[src/rtl/spu_pkg.sv]
// Shared types for the SPU fixed-latency issue logic: pipe latency, register
// address type and the scoreboard slot layout.
package spu_pkg;

    localparam int unsigned FX2_LAT = 5;
    localparam int unsigned REG_AW  = 7;

    typedef logic [REG_AW-1:0] reg_addr_t;

    typedef struct packed {
        logic      valid;
        reg_addr_t addr;
    } sb_slot_t;

endpackage

[src/rtl/fx_scoreboard.sv]
// Shift-register scoreboard of in-flight destination registers with two
// parallel source-address match ports.
module fx_scoreboard
    import spu_pkg::*;
#(
    parameter int unsigned LAT = FX2_LAT
) (
    input  logic              clk,
    input  logic              reset,
    input  logic              flush_i,
    input  logic              load_valid_i,
    input  logic [REG_AW-1:0] load_addr_i,
    input  logic [REG_AW-1:0] ra_addr_i,
    input  logic [REG_AW-1:0] rb_addr_i,
    output logic              ra_hit_o,
    output logic              rb_hit_o,
    output logic [LAT-1:0]    busy_mask_o
);

    sb_slot_t slots_q [LAT];
    sb_slot_t slots_d [LAT];

    always_comb begin
        slots_d[0].valid = load_valid_i;
        slots_d[0].addr  = load_addr_i;
        for (int i = 1; i < LAT; i++) begin
            slots_d[i] = slots_q[i-1];
        end
        // Flush wins over the shift and the slot-0 load.
        if (flush_i) begin
            for (int i = 0; i < LAT; i++) begin
                slots_d[i] = '0;
            end
        end
    end

    always_ff @(posedge clk) begin
        if (reset) begin
            for (int i = 0; i < LAT; i++) begin
                slots_q[i] <= '0;
            end
        end else begin
            slots_q <= slots_d;
        end
    end

    always_comb begin
        ra_hit_o    = 1'b0;
        rb_hit_o    = 1'b0;
        busy_mask_o = '0;
        for (int i = 0; i < LAT; i++) begin
            busy_mask_o[i] = slots_q[i].valid;
            if (slots_q[i].valid && (slots_q[i].addr == ra_addr_i)) ra_hit_o = 1'b1;
            if (slots_q[i].valid && (slots_q[i].addr == rb_addr_i)) rb_hit_o = 1'b1;
        end
    end

endmodule

[src/rtl/fx2_issue_ctrl.sv]
// Issue control for the simple-fixed-2 pipe: RAW hazard stall against a
// fixed-latency scoreboard, registered issue outputs and a stall counter.
module fx2_issue_ctrl
    import spu_pkg::*;
#(
    parameter int unsigned LAT = FX2_LAT
) (
    input  logic              clk,
    input  logic              reset,
    input  logic              in_valid_i,
    output logic              in_ready_o,
    input  logic [REG_AW-1:0] in_rt_addr_i,
    input  logic [REG_AW-1:0] in_ra_addr_i,
    input  logic [REG_AW-1:0] in_rb_addr_i,
    input  logic              in_uses_ra_i,
    input  logic              in_uses_rb_i,
    input  logic              in_reg_write_i,
    input  logic              flush_i,
    output logic              issue_valid_o,
    output logic [REG_AW-1:0] issue_rt_addr_o,
    output logic              issue_reg_write_o,
    output logic [LAT-1:0]    busy_mask_o,
    output logic [15:0]       stall_count_o
);

    logic              ra_hit;
    logic              rb_hit;
    logic              hazard;
    logic              accept;
    logic              load_valid;
    logic [REG_AW-1:0] load_addr;

    logic              issue_valid_q,     issue_valid_d;
    logic [REG_AW-1:0] issue_rt_addr_q,   issue_rt_addr_d;
    logic              issue_reg_write_q, issue_reg_write_d;
    logic [15:0]       stall_count_q,     stall_count_d;

    fx_scoreboard #(
        .LAT (LAT)
    ) u_scoreboard (
        .clk          (clk),
        .reset        (reset),
        .flush_i      (flush_i),
        .load_valid_i (load_valid),
        .load_addr_i  (load_addr),
        .ra_addr_i    (in_ra_addr_i),
        .rb_addr_i    (in_rb_addr_i),
        .ra_hit_o     (ra_hit),
        .rb_hit_o     (rb_hit),
        .busy_mask_o  (busy_mask_o)
    );

    always_comb begin
        hazard     = in_valid_i & ((in_uses_ra_i & ra_hit) | (in_uses_rb_i & rb_hit));
        in_ready_o = ~hazard;
        accept     = in_valid_i & ~hazard;
        load_valid = accept & in_reg_write_i;
        load_addr  = accept ? in_rt_addr_i : '0;

        // An acceptance in a flush cycle is dropped.
        issue_valid_d     = accept & ~flush_i;
        issue_rt_addr_d   = issue_valid_d ? in_rt_addr_i : '0;
        issue_reg_write_d = issue_valid_d & in_reg_write_i;

        stall_count_d = stall_count_q;
        if (hazard && (stall_count_q != 16'hFFFF)) begin
            stall_count_d = stall_count_q + 16'd1;
        end
    end

    always_ff @(posedge clk) begin
        if (reset) begin
            issue_valid_q     <= 1'b0;
            issue_rt_addr_q   <= '0;
            issue_reg_write_q <= 1'b0;
            stall_count_q     <= '0;
        end else begin
            issue_valid_q     <= issue_valid_d;
            issue_rt_addr_q   <= issue_rt_addr_d;
            issue_reg_write_q <= issue_reg_write_d;
            stall_count_q     <= stall_count_d;
        end
    end

    assign issue_valid_o     = issue_valid_q;
    assign issue_rt_addr_o   = issue_rt_addr_q;
    assign issue_reg_write_o = issue_reg_write_q;
    assign stall_count_o     = stall_count_q;

endmodule
[config.mk]
export PLATFORM = sky130hd
export DESIGN_NAME = fx2_issue_ctrl
export DESIGN_NICKNAME = d
export VERILOG_FILES = /design/src/rtl/spu_pkg.sv /design/src/rtl/fx_scoreboard.sv /design/src/rtl/fx2_issue_ctrl.sv
export SDC_FILE = /design/constraint.sdc
export NUM_CORES = 1
export LEC_CHECK = 0
export CAP_MARGIN = 15
export CELL_PAD_IN_SITES_DETAIL_PLACEMENT = 0
export CELL_PAD_IN_SITES_GLOBAL_PLACEMENT = 2
export CORE_MARGIN = 2
export CORE_UTILIZATION = 28
export DETAILED_ROUTE_END_ITERATION = 16
export GPL_TIMING_DRIVEN = 0
export PLACE_DENSITY_LB_ADDON = 0.1
export SLEW_MARGIN = 5
export SYNTH_ARGS = -nofsm -noshare
export SYNTH_HDL_FRONTEND = slang
export SYNTH_SLANG_ARGS = --single-unit
[constraint.sdc]
create_clock -name clk -period 2.8 [get_ports clk]
set_input_delay 0.84 -clock clk [delete_from_list [all_inputs] [get_ports clk]]
set_output_delay 0.84 -clock clk [all_outputs]
set_load 0.01 [all_outputs]
==> summary.txt <==
Implementation results

The run finished, with violations left. The final reports fail on setup timing. The share of cells above drive strength 1 is 0.175. The final timing report derives a shortest allowable period of slightly below 3000 ps. The number of antenna violations at the first check in global routing was 0. The cell accounting for the most synthesized area is dfxtp_1. The OpenROAD report gives the critical path a required time of ~2000 ps.

The synthesized design contains 65 register bits. The worst setup path is launched from an input port. The placed instance count is 516.

Per the detail_route report, the via count comes to 2,336. Per the post-route antenna check, the number of violating nets is 0. The power dissipated by switching net loads is about 440 uW. The met1 routing resource usage after global routing is 0.201. Ranked by instance count, the synthesized netlist is headed by dfxtp_1 (65), xnor2_1 (59), and2_1 (49). The area fraction in mux cells is 0.0105. The cell-mix breakdown from Yosys lists the simple-gate area share as 0.226. Per the OpenROAD floorplan log, the height of the die is roughly 110 um.

The highest ir drop seen on vdd is around 0.24 mV. STA lists the endpoint of the worst register-to-register path as stall_count_o[13]. The routability congestion estimate is about 0.77.

The chip area estimate from yosys synthesis is 3080 um2. The routed design shows a wire length per standard cell of between 10 and 15 um. Hold analysis lists the worst path endpoint as stall_count_o[6]. The CTS clock-pin slew for the worst setup and hold paths is around 70 ps.

Once detailed placement completed, the half-perimeter wirelength came to about 6.0 mm. After detailed placement, the total cell area comes to 3710 um2. The floorplan step defined a core boundary enclosing around 11,000 um2.

Per the TritonCTS log, the buffer count is 9. During placement, the flow inserted port buffers numbering approximately 44. The post-CTS hold buffer count recorded in the log is 0. Per Yosys stat, the portion of area used by sequential elements is 0.422. The launching point of the worst reg2reg path is u_scoreboard.slots_q[33]. Of the post-synthesis cell area, the dominant cell type holds 0.422.

The worst setup path startpoint is in_ra_addr_i[5]. Fill cells in the final layout number about 1,100. The number of diodes added for antenna fixing is 0. The power density over cell area is a little under 500 nW/um2. The largest net degree at the start of global routing is 11. Note that the worst hold path type here is flip-flop to flip-flop. The sum of negative setup slack is -180 ps. The worst hold path was traced through 2 stages. The power report puts the leakage power at about 0.0015 uW. The number of ports placed on the die boundary is 59.

The share of total power dissipated in sequential elements is 0.462. The endpoint type of the worst setup path is a primary output. On the critical path the data arrives at between 2000 and 2500 ps.

Yosys printed 0 warnings. The total standard cell area after synthesis is between 3000 and 4000 um2. The fmax is 336 MHz.

The setup skew after layout is ~9 ps. In the Yosys report the total cell count is 332. The detailed router's first-iteration violation count is 63. The global router reports that the layer with the highest usage is met2. The first global-routing pass estimated 12.6 mm of wire. Setup repair after global routing could not meet its margin everywhere. According to the floorplan report, the die width is 109 um. The total die size is around 12,000 um2.

The setup violation total in the final timing report is 1. The launch point of the worst min-delay path is recorded as stall_count_o[6]. The maximum fanout encountered on the critical timing path is 5.

The net count of the finished layout is 425. The combinational family with the most area after synthesis is simple AND/OR/NAND/NOR gates. The slew of the pin with the lowest slew margin is between 500 and 600 ps. In the finished design, the share of the clock period the worst path needs comes to 1.06. The global route stage reports its total congestion overflow as 0. The total power is between 2000 and 2500 uW.

The final worst setup slack is -180 ps. Relative to the synthesized area, the layout overhead comes to 35.3%. The start-to-end type of the worst setup path is input port to primary output. The xor and xnor fraction of the mapped netlist area is 0.202.

Averaged over all synthesized cells, the footprint is 9.29 um2. The dominant register cell is dfxtp_1. The final timing report lists a max-slew violation count of 0.

The buffer cell driving the clock tree root is clkbuf_8. Per the post-synthesis report, the nets total between 300 and 400. The number of enable-type register cells in the synthesized netlist is 0.

The combinational gate area is 1720 um2. The power report attributes to the combinational group a share of 0.085. The number of hold violations in the final report is 0. In this run the tightest slew margin relative to its limit is 0.641. The first detailed-routing pass took 4 iterations.

The clock tree from TritonCTS is yes. At the floorplan stage, the core utilization is reported as 0.286. Sorting the synthesized cells by area gives the leading types as dfxtp_1 (42%), xnor2_1 (17%), and2_1 (9.9%). The netlist uses 37 different library cells. The insertion delay of the later-clocked pin in the worst-skew pair is 340 ps. The total global routing track utilization is 0.145. After floorplanning, the core was divided into 38 placement rows.

The global-route met2 utilization is 0.211. The synthesis report gives the async set-or-reset register share as 0. The area fraction in full adders, half adders and majority gates is 0.00406. The count of mapped cells out of synthesis is ~330. The number of global-route vias before repair is 2,403.

The post-placement setup slack is -875 ps. The sum of routed wire length over all layers is about 8 mm. Logic depth along the worst register-to-register path is recorded as 10. The synthesized-area fraction occupied by ao, oa, aoi and oai cells is 0.0698. Summing all non-filler instances in the final layout gives an area of about 4200 um2. The clock sink total is about 65.

The reg-to-reg setup timing slack is between 300 and 400 ps. In the routed layout, each cell is associated on average with a via count of approximately 4.3. The clock H-tree reported by CTS has 3 levels.

The synthesis stats list as the most numerous cell dfxtp_1. The stage logs contain a warning count of 28. The worst slack on hold paths is around 500 ps.

The switching share of total power is 0.216. The critical path endpoint is in_ready_o. Cell internal power was estimated by the tool at roughly 1600 uW. The maximum buffer depth of the clock tree is 2. The remaining design rule violation count is 0. The global routing report lists met3 layer usage as 0.0454.

Of the total power, the clock network draws 0.453. The max-cap violation count is 0.
## sequential cells by signal, summed over array words and instances (netlist names)
register                  count
issue_reg_write_o             1
issue_rt_addr_o               7
issue_valid_o                 1
stall_count_o                16
u_scoreboard.busy_mask_o      5
u_scoreboard.slots_q         35
## critical path: stages
cell and delay [ps]:
buf_12 110, xor2_2 140, nor4_2 340, a41oi_2 190
a211oi_2 290, nor2_2 80, buf_2 150
## timing repair
action | 4_1_cts | 5_1_grt
setup buffers | 5 | 3
pin swaps | 9 | 6
hold endpoints to repair | 0 | 0
endpoints found under the setup margin | 11 | 14
resized | 21 | 20
cloned | 0 | 1
## cells in the final DEF (no fill, tap or decap), drive strengths merged, types with 2 or more instances in the layout
cell,synthesis,final
bufinv,0,2
xnor2,59,59
nand3,9,9
nor4,2,2
or3,6,6
o311a,2,2
and2,49,49
a211oi,3,3
mux2,2,2
nand4,18,18
a21oi,7,7
dfxtp,65,65
xor2,12,12
o21ai,5,5
buf,21,30
nand2,8,8
clkbuf,6,20
a41oi,2,2
nor3,7,7
and3,3,3
inv,9,9
o21a,4,4
clkdlybuf4s50,0,43
nor2,21,21
## cell type report
type,instances,area share
Sequential cell,65,0.312
Clock inverter,2,0.0144
Multi-Input combinational cell,231,0.413
Buffer,27,0.0507
Timing Repair Buffer,53,0.120
Clock buffer,13,0.0405
Tap cell,140,0.0420
Inverter,9,0.00810
## routing by layer
metal  vias to the layer above  routed length, um
met1                      1059               4060
met4                         0                104
met3                        10                390
met2                        50               3430
met5                         -                  0
li1                       1217                  -
## power groups by stage
stage	sequential, uW	clock [uW]	combinational, uW
2_1_floorplan	960	0	96.7
3_3_place_gp	960	0	158
3_5_place_dp	960	0	158
4_1_cts	938	957	168
5_1_grt	940	991	190
6_report	939	920	172
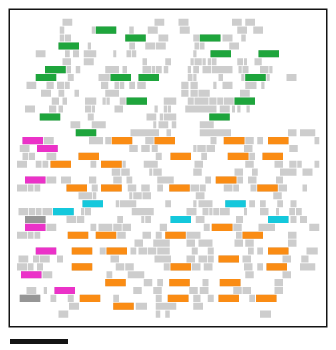
Fig. 1. Sequential cells coloured by netlist name.
The bar under the picture is 20 um long. Other sequential cells in the stronger grey, the rest of the logic in the fainter grey.
| signal | colour | flops |
|---|---|---|
| `stall_count_o` | green | 16 |
| `u_scoreboard.slots_q` | orange | 35 |
| `u_scoreboard.busy_mask_o` | cyan | 5 |
| `issue_rt_addr_o` | magenta | 7 |
Sequential cell area: 1300 um2
final core utilization: 0.387
sequential cell power: 939 uW

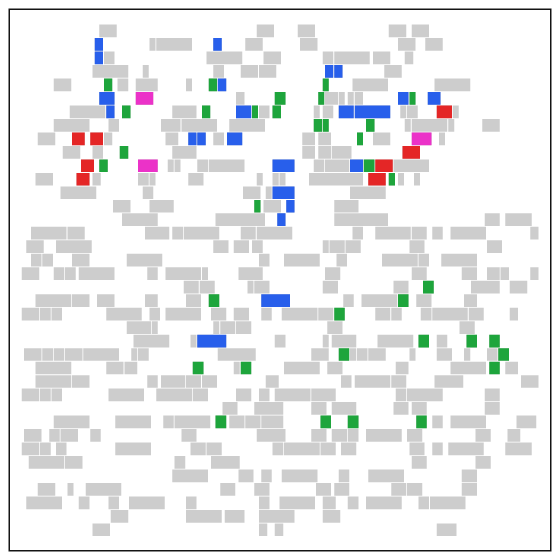
Fig. 2. Selected gate families.
| family | colour | cells |
|---|---|---|
| nand cells | green | 35 |
| non-inverting ao/oa cells | red | 8 |
| mux cells | magenta | 3 |
| aoi and oai cells | blue | 23 |
number of non-filler instances in the completed layout: 540
top logic cell by instance count in the layout: dfxtp_1
multi-input logic portion of the cell area: 0.413

Power and IR drop assume default switching activity.
